<file path="config.mk">
export PLATFORM = sky130hd
export DESIGN_NAME = mem_request_ctrl
export DESIGN_NICKNAME = d
export VERILOG_FILES = /design/src/rtl/cpu_types_pkg.sv /design/src/rtl/sat_counter.sv /design/src/rtl/mem_request_ctrl.sv
export SDC_FILE = /design/constraint.sdc
export NUM_CORES = 1
export LEC_CHECK = 0
export CAP_MARGIN = 30
export CORE_ASPECT_RATIO = 0.8
export CORE_UTILIZATION = 31
export CTS_CLUSTER_SIZE = 30
export DETAILED_ROUTE_END_ITERATION = 10
export GPL_TIMING_DRIVEN = 0
export PLACE_DENSITY = 0.58
export REMOVE_ABC_BUFFERS = 1
export SYNTH_ARGS = -nofsm -noshare
export SYNTH_HDL_FRONTEND = slang
export SYNTH_SLANG_ARGS = --single-unit
</file>
<file path="constraint.sdc">
create_clock -name CLK -period 2 [get_ports CLK]
set_input_delay 0.5 -clock CLK [delete_from_list [all_inputs] [get_ports CLK]]
set_output_delay 0.5 -clock CLK [all_outputs]
set_load 0.05 [all_outputs]
</file>
<file path="src/rtl/cpu_types_pkg.sv">
// Shared CPU-side types for the memory request path.
package cpu_types_pkg;

    typedef logic [31:0] word_t;

    typedef enum logic [1:0] {
        RUN    = 2'd0,
        DWAIT  = 2'd1,
        HALTED = 2'd2
    } req_state_t;

endpackage

</file>
<file path="src/rtl/sat_counter.sv">
// Up-counter that sticks at all-ones; clear has priority over increment.
module sat_counter #(
    parameter int unsigned WIDTH = 8
) (
    input  logic             clk_i,
    input  logic             rst_ni,
    input  logic             inc_i,
    input  logic             clear_i,
    output logic [WIDTH-1:0] count_o
);

    logic [WIDTH-1:0] count_q, count_d;

    always_comb begin
        count_d = count_q;
        if (clear_i) begin
            count_d = '0;
        end else if (inc_i && (count_q != '1)) begin
            count_d = count_q + WIDTH'(1);
        end
    end

    always_ff @(posedge clk_i or negedge rst_ni) begin
        if (!rst_ni) begin
            count_q <= '0;
        end else begin
            count_q <= count_d;
        end
    end

    assign count_o = count_q;

endmodule

</file>
<file path="src/rtl/mem_request_ctrl.sv">
// Memory request controller: fetch gating, load/store request latching,
// halt drain, stall-cycle accounting and hung-memory detection.
module mem_request_ctrl
    import cpu_types_pkg::*;
#(
    parameter int unsigned ADDR_W  = 32,
    parameter int unsigned WORD_W  = 32,
    parameter int unsigned CNT_W   = 16,
    parameter int unsigned TIMEOUT = 64
) (
    input  logic              CLK,
    input  logic              nRST,
    input  logic              ihit,
    input  logic              dhit,
    input  logic              halt,
    input  logic              dataread,
    input  logic              datawrite,
    input  logic [ADDR_W-1:0] daddr_in,
    input  logic [WORD_W-1:0] dstore_in,
    output logic              iREN,
    output logic              dREN,
    output logic              dWEN,
    output logic [ADDR_W-1:0] daddr,
    output logic [WORD_W-1:0] dstore,
    output logic              pending,
    output logic              halted,
    output logic [CNT_W-1:0]  stall_cycles,
    output logic              timeout
);

    localparam int unsigned WAIT_W = $clog2(TIMEOUT) + 1;

    req_state_t        state_q, state_d;
    logic              dren_q, dren_d;
    logic              dwen_q, dwen_d;
    logic [ADDR_W-1:0] daddr_q, daddr_d;
    logic [WORD_W-1:0] dstore_q, dstore_d;
    logic              timeout_q, timeout_d;
    logic [WAIT_W-1:0] wait_cnt;
    logic              waiting, stalled;

    assign waiting = (state_q == DWAIT);
    assign stalled = waiting && !dhit;

    // A data request is latched even with halt high; halt is honoured once it drains.
    always_comb begin
        state_d   = state_q;
        dren_d    = dren_q;
        dwen_d    = dwen_q;
        daddr_d   = daddr_q;
        dstore_d  = dstore_q;
        timeout_d = timeout_q;
        case (state_q)
            RUN: begin
                if (ihit && (dataread || datawrite)) begin
                    dren_d   = dataread && !datawrite;
                    dwen_d   = datawrite;
                    daddr_d  = daddr_in;
                    dstore_d = dstore_in;
                    state_d  = DWAIT;
                end else if (halt) begin
                    state_d = HALTED;
                end
            end
            DWAIT: begin
                if (dhit) begin
                    dren_d  = 1'b0;
                    dwen_d  = 1'b0;
                    state_d = halt ? HALTED : RUN;
                end else if (wait_cnt >= WAIT_W'(TIMEOUT - 1)) begin
                    timeout_d = 1'b1;
                end
            end
            HALTED: begin
                dren_d = 1'b0;
                dwen_d = 1'b0;
            end
            default: begin
                state_d = RUN;
                dren_d  = 1'b0;
                dwen_d  = 1'b0;
            end
        endcase
    end

    always_ff @(posedge CLK or negedge nRST) begin
        if (!nRST) begin
            state_q   <= RUN;
            dren_q    <= 1'b0;
            dwen_q    <= 1'b0;
            daddr_q   <= '0;
            dstore_q  <= '0;
            timeout_q <= 1'b0;
        end else begin
            state_q   <= state_d;
            dren_q    <= dren_d;
            dwen_q    <= dwen_d;
            daddr_q   <= daddr_d;
            dstore_q  <= dstore_d;
            timeout_q <= timeout_d;
        end
    end

    sat_counter #(.WIDTH(CNT_W)) u_stall_cnt (
        .clk_i   (CLK),
        .rst_ni  (nRST),
        .inc_i   (stalled),
        .clear_i (1'b0),
        .count_o (stall_cycles)
    );

    sat_counter #(.WIDTH(WAIT_W)) u_wait_cnt (
        .clk_i   (CLK),
        .rst_ni  (nRST),
        .inc_i   (stalled),
        .clear_i (waiting && dhit),
        .count_o (wait_cnt)
    );

    assign iREN    = (state_q == RUN) && !halt;
    assign dREN    = dren_q;
    assign dWEN    = dwen_q;
    assign daddr   = daddr_q;
    assign dstore  = dstore_q;
    assign pending = waiting;
    assign halted  = (state_q == HALTED);
    assign timeout = timeout_q;

endmodule

</file>
run_1/registers.png
Other sequential cells in the stronger grey, the rest of the logic in the fainter grey.
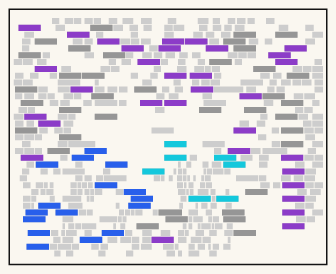
[blue] `u_stall_cnt.count_o` | placed flops: 16 | where: south-west
[purple] `daddr` | placed flops: 32 | where: all over the die
[cyan] `u_wait_cnt.count_o` | placed flops: 7 | where: centre
not coloured: 37
Seq area share: 0.386
final cell utilization of the core: 0.509
Seq power: 0.00303 W

run_1/clock_map.png
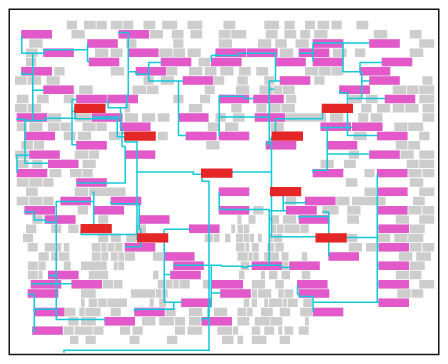
[magenta] flip-flops | count: 92
[cyan] clock wires | length: 1200 um
[red] cells driving clock nets | count: 9
routed clock nets: 10
flops lie: all over the die
Clock power frac: 0.177
Worst-Skew Late Latency: 0.33 ns
final setup skew: 0.00390 ns
clk pwr: 0.00175 W

==> results_dict.tcl, run 1 <==
# place-and-route summary
set metrics [dict create \
    htree_levels 3 \
    min_period_over_period 0.970 \
    place_ws_ns -0.980 \
    cts_sinks 92 \
    r2r_setup_slack_ns 0.18 \
    syn-cell-area_sq_mm 0.00379 \
    common_cells "dfrtp_1, mux2_2, nand2_1" \
    ios 157 \
    rr_startpoint "u_stall_cnt.count_o[0]" \
    wl_per_cell_um 15.3 \
    synth_cells 269 \
    yosys_warnings 0 \
    syn_avg_cell_area_sq_um 14.1 \
    drc 10 \
    p_leak_nw 2.91 \
    viasPerCell 4.73 \
    min_path_type "primary input to asynchronous set/reset pin" \
    num_vias 2812 \
    outcome "finished with violations" \
    violations "design-rule violations" \
    yosys.area.top_type "dfrtp_1" \
]
run_1/hierarchy.png
Other sequential cells in the stronger grey, the rest of the logic in the fainter grey.
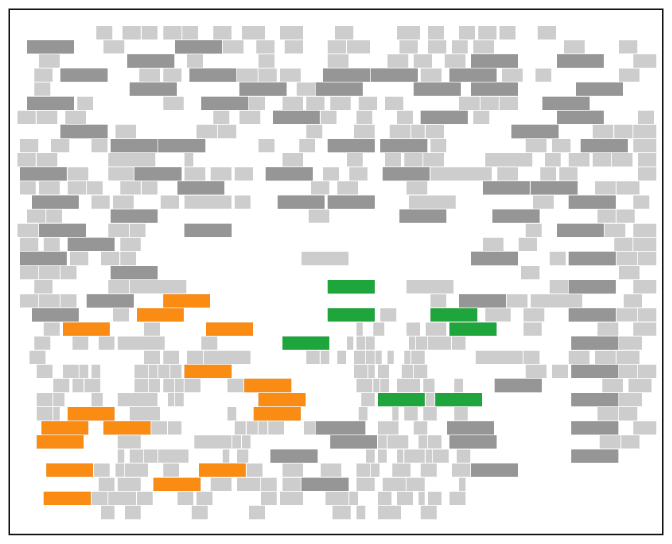
[green] `u_wait_cnt` | placed flops: 7 | where: centre
[orange] `u_stall_cnt` | placed flops: 16 | where: south-west
not coloured: 69
Layout Cells excl Fill: 595
total die size: 0.0127 sq mm

run_1/pdn.png
Pins as bars on the die edge. Tap cells in grey.
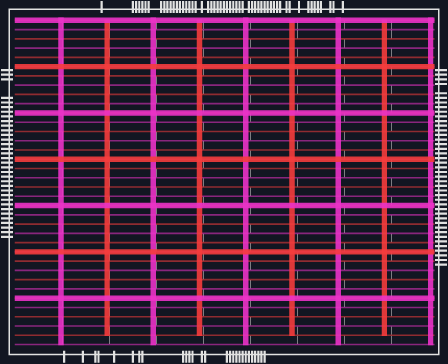
[magenta] VSS
[red] VDD
tap cells: 148
rows: 35
die span in x: 126 um
peak supply drop: 893 uV
Die Y: 101 um
Core Area: 0.0117 sq mm

## run 1: routing by layer
layer / track usage / wire [um]
met4: 0.0553 / 106
met5: 0 / 0
met3: 0.0510 / 709
met1: 0.194 / 3980
met2: 0.221 / 4280
## run 1: area by class of cell
class | instances | area [sq um]
fill | 1037 | 5770
sequential | 92 | 2300
timing repair buffer | 172 | 1710
multi-input combinational | 166 | 1450
clock buffer | 11 | 253
tap | 148 | 185
clock inverter | 5 | 58.8
inverter | 1 | 5.00
## run 1: per-stage QoR
step	cell area [sq um]	total power [W]
6_report	5970	0.00987
5_1_grt	5970	0.0103
4_1_cts	5880	0.0100
3_5_place_dp	5580	0.00856
3_3_place_gp	5480	0.00853
2_1_floorplan	3730	0.00662
## run 1: registers in the layout, summed over array words and instances, names as in the netlist
register	flops
daddr	32
dstore	32
u_stall_cnt.count_o	16
u_wait_cnt.count_o	7
state_q	2
dREN	1
dWEN	1
timeout	1
## run 1: layout by cell type, fill, tap and decap left out, drive strengths merged, types with 4 or more instances in the layout
cell type / Yosys / final
clkdlybuf4s50: 0 / 66
xor2: 5 / 5
clkbuf: 1 / 12
nand4: 7 / 7
nand3: 11 / 11
nor2: 5 / 5
dlygate4sd2: 0 / 64
mux2: 66 / 66
a21oi: 6 / 6
a31oi: 4 / 4
nor3: 7 / 7
xnor2: 9 / 9
and3: 5 / 5
dfrtp: 92 / 92
nand2: 12 / 12
buf: 9 / 18
dlymetal6s2s: 0 / 22
## run 1: what timing repair did
item / in CTS / in global routing
hold buffers: 0 / 0
gates cloned: 1 / 0
setup buffers: 6 / 4
resized: 84 / 28
endpoints found under the setup margin: 117 / 69
pin swaps: 2 / 3
## run 1: where the power goes
group	switching, W	internal [W]
combinational	0.00339	0.00170
sequential	0.000407	0.00262
clock	0.000709	0.00104
total	0.00450	0.00536
--- run 2 (diff from run 1) ---
--- a/config.mk
+++ b/config.mk
@@ -5,13 +5,14 @@
 export SDC_FILE = /design/constraint.sdc
 export NUM_CORES = 1
 export LEC_CHECK = 0
+export ABC_AREA = 1
 export CAP_MARGIN = 30
 export CORE_ASPECT_RATIO = 0.8
 export CORE_UTILIZATION = 31
 export CTS_CLUSTER_SIZE = 30
 export DETAILED_ROUTE_END_ITERATION = 10
 export GPL_TIMING_DRIVEN = 0
-export PLACE_DENSITY = 0.58
+export PLACE_DENSITY = 0.57
 export REMOVE_ABC_BUFFERS = 1
 export SYNTH_ARGS = -nofsm -noshare
 export SYNTH_HDL_FRONTEND = slang
run_2/final_congestion.png
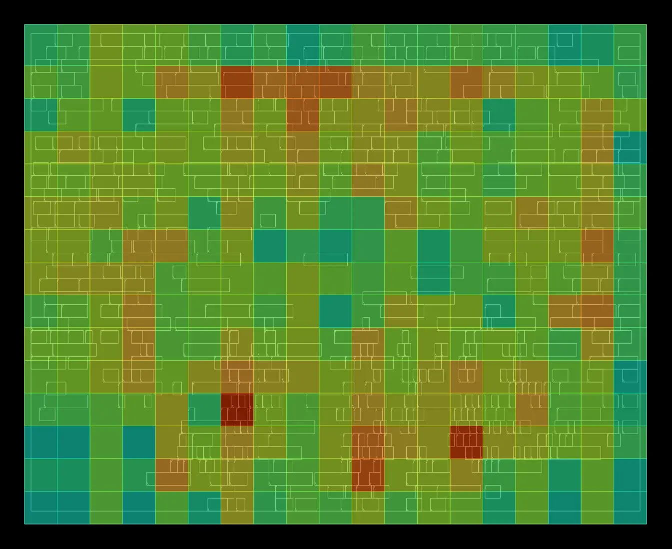
met1 Use GR: 0.196
gr busiest metal: met2
Global Route met2 Usage: 0.237

==> results_dict.tcl, run 2 <==
# place-and-route summary
set metrics [dict create \
    core_sq_mm 0.0129 \
    min_path_type "primary input to asynchronous set/reset pin" \
    min_period_over_period 0.946 \
    syn_avg_cell_area_sq_um 11.7 \
    vdd_ir_drop_max_uv 896 \
    wl_met2_um 4700 \
    rr_startpoint "u_stall_cnt.count_o[0]" \
    pwr-share-comb 0.528 \
    internal_power_w 0.00586 \
    die_h_um 105 \
    wl_per_cell_um 14.4 \
    p_leak_nw 3.13 \
    viasPerCell 4.46 \
    p_sw_w 0.00486 \
    insertion_delay_ns 0.33 \
    hold_buffers 0 \
    seq_power_share 0.291 \
    outcome "finished clean" \
    htree_levels 3 \
    common_cells "dfrtp_1, nand2_1, mux2_4" \
    syn-cell-area_sq_mm 0.00413 \
    cts_sinks 92 \
    m1WireLength_um 4540 \
    die_w_um 131 \
    drc 0 \
    ios 157 \
    synth_cells 353 \
    fin_cells 697 \
    num_vias 3111 \
    pwr.group.combinational_w 0.00566 \
    yosys_warnings 0 \
    swShare 0.453 \
    design_area_sq_mm 0.00624 \
]
run_2/clock_map.png
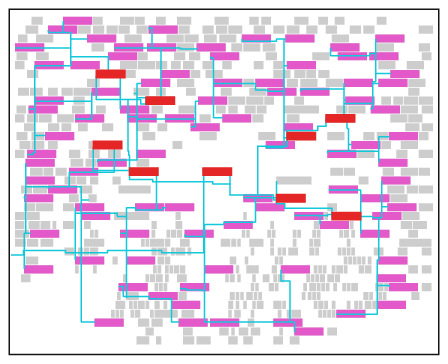
[red] cells driving clock nets | count: 9
[cyan] clock wires | length: 1270 um
[magenta] flip-flops | count: 92
routed clock nets: 10
flops lie: all over the die
Clock power frac: 0.181
final setup skew: 0.00594 ns
clk pwr: 0.00194 W

## run 2: netlist changes by cell type in the layout (fill, tap and decap cells not counted), moves of 6 or more
cell     change
buf_4        -7
inv_1       +21
mux2_2      -39
mux2_4      +38
nand2_1     +67
nor2_1      +17
o21ai_0      +6
## run 2: timing repair
action                     CTS  global route
cloned                       1             0
setup endpoints to repair  108            27
gates resized               77            23
setup buffers                0             3
pin swaps                    0             0
## run 2: cells by family (layout without fill, tap and decap cells)
logic type	Yosys count	after routing	share of synthesized area
AND/OR/NAND/NOR	140	141	0.153
flip-flops	92	92	0.557
multiplexers	64	64	0.209
buffers and inverters	31	199	0.0381
AND-OR/OR-AND	18	18	0.0248
XOR/XNOR	6	6	0.0127
adder cells (fa/ha/maj)	2	2	0.00605
## run 2: area by class of cell
type                            instances  area (sq um)
Fill cell                            1191          6680
Sequential cell                        92          2300
Multi-Input combinational cell        231          1690
Timing Repair Buffer                  161          1590
Clock buffer                           11           243
Tap cell                              175           219
Clock inverter                          4          97.6
Inverter                               23          86.3
## run 2: critical path, cell delays in order
cell,delay (ns)
clkdlybuf4s50_1,0.42
nor3_1,0.22
buf_4,0.25
## run 2: final timing paths
check / cells past startpoint / slack (ns) / end
setup / recovery: 3 / 0.11 / iREN
hold / removal: 1 / 0.19 / u_stall_cnt.count_o[8]
setup reg to reg: 9 / 0.28 / u_stall_cnt.count_o[2]
hold reg to reg: 1 / 0.46 / timeout
max in group asynchronous: 2 / 1.15 / daddr[18]
min in group CLK: 1 / 0.46 / timeout
## run 2: per-stage QoR
step / worst slack (ns) / power [W]
2_1_floorplan: -0.602 / 0.00721
3_3_place_gp: -3.15 / 0.00921
3_5_place_dp: -0.491 / 0.00924
4_1_cts: 0.00142 / 0.0109
5_1_grt: 0.0271 / 0.0112
6_report: 0.109 / 0.0107
--- run 3 (diff from run 2) ---
--- a/config.mk
+++ b/config.mk
@@ -14,6 +14,7 @@
 export GPL_TIMING_DRIVEN = 0
 export PLACE_DENSITY = 0.57
 export REMOVE_ABC_BUFFERS = 1
+export SLEW_MARGIN = 0
 export SYNTH_ARGS = -nofsm -noshare
 export SYNTH_HDL_FRONTEND = slang
 export SYNTH_SLANG_ARGS = --single-unit
==> constraint.sdc (replaced) <==
create_clock -name CLK -period 2 [get_ports CLK]
set_input_delay 0.5 -clock CLK [delete_from_list [all_inputs] [get_ports CLK]]
set_output_delay 0.5 -clock CLK [all_outputs]
set_load 0.02 [all_outputs]
run_3/hierarchy.png
Other sequential cells in the stronger grey, the rest of the logic in the fainter grey.
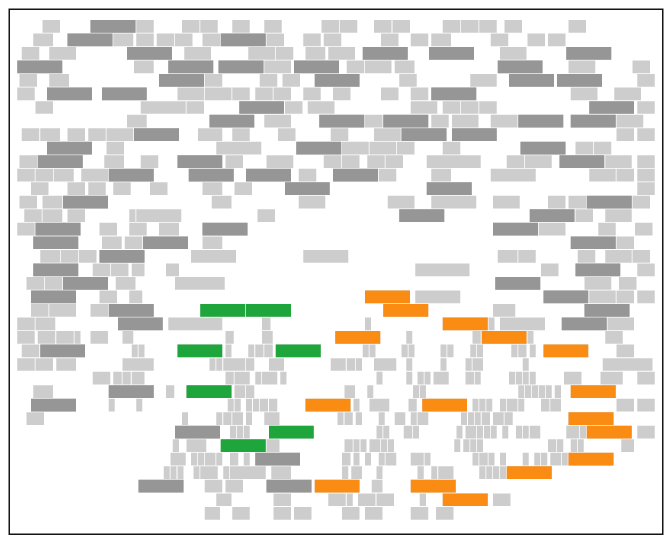
[green] `u_wait_cnt` | placed flops: 7
[orange] `u_stall_cnt` | placed flops: 16

==> results_dict.tcl, run 3 <==
# place-and-route summary
set metrics [dict create \
    power_leader "combinational logic" \
    yosys_warnings 0 \
    ios 157 \
    num_vias 3114 \
    outcome "finished clean" \
    synth_cells 353 \
    busiest_layer "met2" \
    wl_met3_um 750 \
    min_period_over_period 0.969 \
    wl_per_cell_um 14.2 \
    p_leak_nw 2.84 \
    htree_levels 3 \
    swShare 0.332 \
    pwr.group.combinational_w 0.00430 \
    m1WireLength_um 4530 \
    grtUsageMet2 0.236 \
    cp_top_family "buffers and inverters" \
    insertion_delay_ns 0.33 \
    track_usage 0.151 \
    viasPerCell 4.47 \
    pg_clk_w 0.00194 \
    wl_met2_um 4610 \
    common_cells "dfrtp_1, nand2_1, mux2_4" \
    ys_ff 92 \
    skew_ns 0.00590 \
    gr-total-overflow 0 \
    internal_power_w 0.00628 \
    crit_type "flip-flop to primary output" \
    path_cells "clkdlybuf4s50_1" \
    setup_ws_ns 0.0617 \
    p_sw_w 0.00311 \
    clkPwrFrac 0.207 \
    min_path_type "primary input to asynchronous set/reset pin" \
    crit_slowest_cell "clkdlybuf4s50_1" \
    max_freq_mhz 516 \
    end_kind "primary output" \
    place_ws_ns -0.414 \
    pwr-share-comb 0.458 \
    seq_power_share 0.335 \
    cts_sinks 92 \
    met1_usage 0.195 \
    syn-cell-area_sq_mm 0.00413 \
    cp_num_buf_inv 1 \
    drc 0 \
]
run_3/pdn.png
Pins as bars on the die edge. Tap cells in grey.
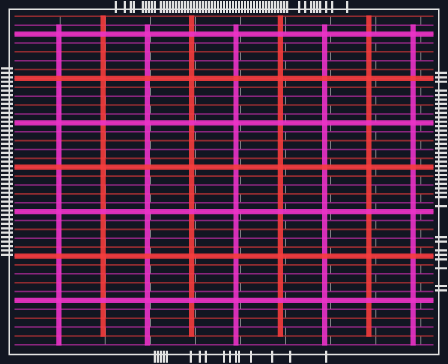
[magenta] VSS
[red] VDD
rows: 37
signal pins: 157
die span in x: 131 um
Core Area: 0.0129 sq mm
Die Y: 105 um
peak supply drop: 657 uV

run 3: cell counts after synthesis:
No cell type changed its count.
run 3: cell families after synthesis:
kind of cell,synth area share
muxes,0.209
and+or+nand+nor,0.153
DFF,0.557
xor gates and xnor gates,0.0127
adders and majority gates,0.00605
buffers and inverters,0.0381
AOI/OAI and AO/OA,0.0248
run 3: worst register-to-register path, stage by stage, from the launching register on:
cell and delay [ns]:
dfrtp_1 0.44, ha_1 0.31, nand3_1 0.13, inv_2 0.05, nand2_1 0.08, inv_1 0.06, nand2_2 0.18, nand2_1 0.19
nand2_1 0.09, o21ai_0 0.08
run 3: worst paths after layout:
check | slack [ns] | cells past startpoint | start | endpoint
min in group CLK | 0.46 | 1 | timeout | timeout
worst min-delay path | 0.19 | 1 | nRST | u_stall_cnt.count_o[8]
max in group asynchronous | 1.15 | 2 | nRST | daddr[18]
worst max-delay path | 0.06 | 1 | u_stall_cnt.count_o[2] | stall_cycles[2]
worst max register to register | 0.28 | 9 | u_stall_cnt.count_o[0] | u_stall_cnt.count_o[2]
worst min register to register | 0.46 | 1 | timeout | timeout
run 3: through the flow:
step | cell area, sq um | power, W | util
global placement | 5840 | 0.00746 | 0.452
floorplan | 4060 | 0.00548 | -
global route | 6290 | 0.00992 | 0.487
CTS | 6250 | 0.00952 | 0.484
finish | 6290 | 0.00939 | 0.487
detailed placement | 5900 | 0.00749 | 0.457
run 3: layout make-up:
class / instances / area, sq um
tap: 175 / 219
inverter: 23 / 86.3
multi-input combinational: 231 / 1700
clock inverter: 4 / 97.6
timing repair buffer: 161 / 1640
fill: 1157 / 6630
clock buffer: 11 / 243
sequential: 92 / 2300
run 3: what timing repair did:
action,CTS,global route
buffers inserted,0,3
hold buffers,0,0
endpoints found under the setup margin,43,10
gates resized,4,6
gates cloned,1,0
Power and IR drop assume default switching activity.
